Figure 1. Clock network drawn from the DEF (run 1).
Drawn at 8 px/µm.
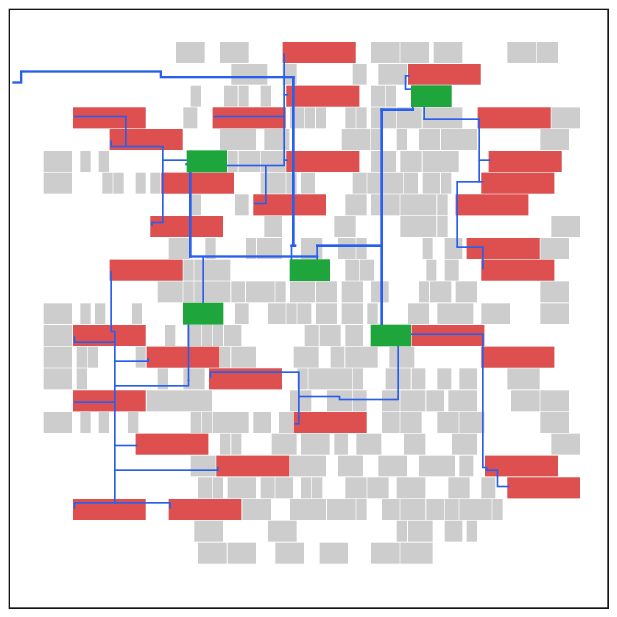
Figure 2. Flops by top-level scope (run 1).
Drawn at 6 px/µm. Other sequential cells in the stronger grey, the rest of the logic in the fainter grey.
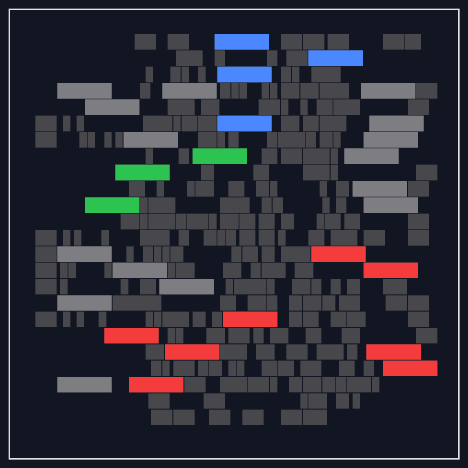
Figure 3. Track usage over the die (run 1).
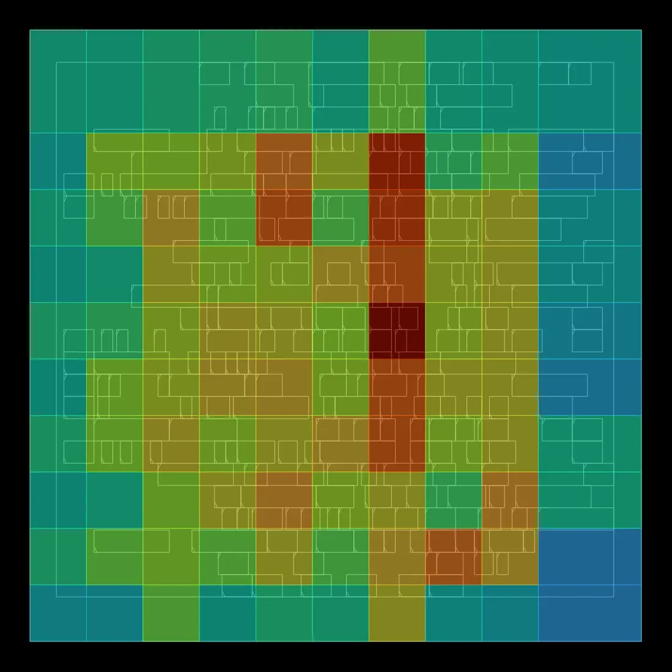
Figure 4. Cell area per tile (run 1).
Drawn at 4 px/µm. 7 x 7 tiles, from white (low) to dark blue (high), 0 to 100% covered.
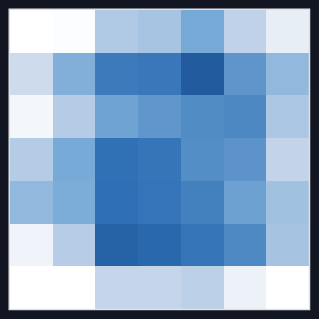
==> config.mk <==
export PLATFORM = sky130hd
export DESIGN_NAME = seq_gen
export DESIGN_NICKNAME = d
export VERILOG_FILES = /design/src/rtl/seq_pkg.sv /design/src/rtl/seq_down_cnt.sv /design/src/rtl/seq_gen.sv
export SDC_FILE = /design/constraint.sdc
export NUM_CORES = 1
export LEC_CHECK = 0
export CAP_MARGIN = 20
export CORE_MARGIN = 3
export CORE_UTILIZATION = 40
export CTS_BUF_LIST = sky130_fd_sc_hd__clkbuf_4 sky130_fd_sc_hd__clkbuf_8
export DETAILED_ROUTE_END_ITERATION = 16
export HOLD_SLACK_MARGIN = 0.15
export PLACE_DENSITY = 0.69
export SETUP_SLACK_MARGIN = 0.4
export SKIP_LAST_GASP = 1
export SYNTH_ARGS = -nofsm -noshare
export SYNTH_HDL_FRONTEND = slang
export SYNTH_SLANG_ARGS = --single-unit
export TNS_END_PERCENT = 1
==> constraint.sdc <==
create_clock -name clk -period 2.63 [get_ports clk]
set_input_delay 0.3945 -clock clk [delete_from_list [all_inputs] [get_ports clk]]
set_output_delay 0.3945 -clock clk [all_outputs]
set_load 0.02 [all_outputs]
==> results.ini <==
[worst_setup_path]
worstPathArrival_ns=2.23
crit_chain=inv_1 > ha_1 > or3b_1 > nor2_4 > a21o_1 > nand2_1 > a31oi_1 > ha_1
worst_setup_path_start_kind=register
max_stage_delay_ns=0.45
cpMostUsedCell=ha_1
critPathTopFamily=simple AND/OR/NAND/NOR gates
cp-end-kind=register
slowest_stage=or3b_1
crit_buf_inv=1
cp_data_required_time_ns=2.79
worstSetupPathDepth=8
worstSetupPathType=reg2reg
reg2reg_slack_ns=0.56
crit_fanout=5
reg2regPathDepth=8

[drt]
drt_iter0_drc=58
vias_per_cell=5.28
wl_met1_mm=1.95
ant_nets=0
drt_pass1_iterations=4
dr.max_layer_used=met4
postRouteWirelength_mm=4.08
met2_length_mm=1.91
dr_total_vias=1604
drc=0
routed-wl-met3_um=160

[logic_synthesis]
topCellsByArea=dfrtp_1, ha_1, nand2_1
logic_family=simple AND/OR/NAND/NOR gates
ys_sh_simple_pct=24.9
yosysWarnings=0
ys_seq_share_pct=39.8
ys_sh_aoi_pct=14.5
synth_flops=30
ys_sh_adder_pct=7.29
yosys_cells=207
top_area_share_pct=39.8
top_area_cell=dfrtp_1
xor_area_share_pct=6.50
yosys_most_used_dff=dfrtp_1
avgSynthCellArea_um2=9.12
synthesis.nets=239
top_cells_by_count=nand2_1, dfrtp_1, inv_1
mux_share_pct=2.85
synthDistinctLibCells=46
syn_inst=207
synth_dominant_cell_count=nand2_1
edf_count=0
syn-cell-area_um2=1890
async_reset_ff_share_pct=100
ys_area_um2=1890

[sta]
worstMarginPinSlew_ns=0.557
maxSlewHeadroom_pct=62.8
period_used_pct=78.6
period_minus_slack_ns=2.07
fin_ws_ns=0.562
whs_ns=0.480
report.final.slew_viol_count=0
finalSetupTns_ns=0
grt_setup_unrepaired=true
hold_viol=0
fmax_ghz=0.484
setup_violations=0

[finish]
comb_share_pct=43.7
comb_area_um2=1060
layout_top_cell=clkdlybuf4s50_1
sh_seq_area_pct=30.8
flop-count=30
largest_class=multi-input combinational cells
nClkBuffers=7
clockNetworkAreaShare_pct=3.90
nNonClkInverters=16
buffers=41
syn2layout_area_growth_pct=29.2
nMultiInputCombCells=157
diodes=0
finalInstanceArea_um2=2440
final_layout_top_logic_cells=clkdlybuf4s50_1, nand2_1, dfrtp_1
drive_gt1_share_pct=8.33
final-nonclk-buf-share_pct=16.5
fin_nets=283
nFillCells=415
largest_reg_flops=8
flop_area_um2=751

[grt]
grt_pass1_vias=1574
grt_pass1_wl_mm=6.97
grt_usage_pct=16.2
grt_antenna_before_repair=0
grt_max_degree=31
overflow=0

[min_path]
holdPathStages=2
holdCritPathClass=reg2reg

[run]
drv_cap=0
warnings=31

[cts]
clockBufferDepth=2
cts_tree=built
cts-root-buf=clkbuf_8
cts_setup_buffers=0
cts_resized=0
cts_buffers=5
cts.htree.levels=2
postCtsHoldBufs=0
cts_sinks=30
cts.clk_slew.worst_paths_ns=0.07

[floorplan]
rows=24
fp.dieH_um=74.7
taps=52
ios=39
die_width_um=74.7

[placed_design]
hpwlAfterDp_mm=3.16
place_inst=296
dp_slack_ns=0.389
placed_cell_area_um2=2340
gp_congestion=0.841
numPortBuffers=38

[power]
combinationalPowerShare_pct=39.4
power_leakage_nw=1.02
internal_power_mw=1.15
top_power_group=combinational cells
p_seq_share_pct=38.5
vdd_ir_drop_max_v=0.000326
report.power.total_mw=1.79
switching_share_pct=36.0
powerClk_uw=395
pwr-share-clk_pct=22.1
p_per_area_nw_per_um2=734
p_sw_uw=644
pwr.group.combinational_uw=706
p_seq_uw=688

[outcome]
status=completed

## Picture notes: Figure 1
legend:
  clock wires:
    colour: blue
    length: 430 µm
  flip-flops:
    colour: red
    count: 30
  cells driving clock nets:
    colour: green
    count: 5
routed clock nets: 6
Worst Skew: 0.00964 ns
worst-skew pair later-pin latency: 0.29 ns

## Picture notes: Figure 2
legend:
  u_gap_cnt:
    colour: blue
    placed_flops: 4
    where: north
  u_rep_cnt:
    colour: red
    placed_flops: 8
  u_idx_cnt:
    colour: green
    placed_flops: 3
fin cells: 304
die area: 5580 µm²
final core utilization: 54.9%

## Picture notes: Figure 3
met3 Use GR: 3.74%
DR WL/cell: 13.4 µm
met2 usage: 26.5%
GR Layer Usage met1: 20.8%
Most Crowded Layer GR: met2

## Picture notes: Figure 4
fullest tile: 82%
tiles over 75% full: 6.1%
nearly empty tiles: 10%
densest ninth of the die: centre
Init Core Util: 42.5%
core area: 4440 µm²

Power figures rest on the tool's default switching activity, not on a simulated workload.
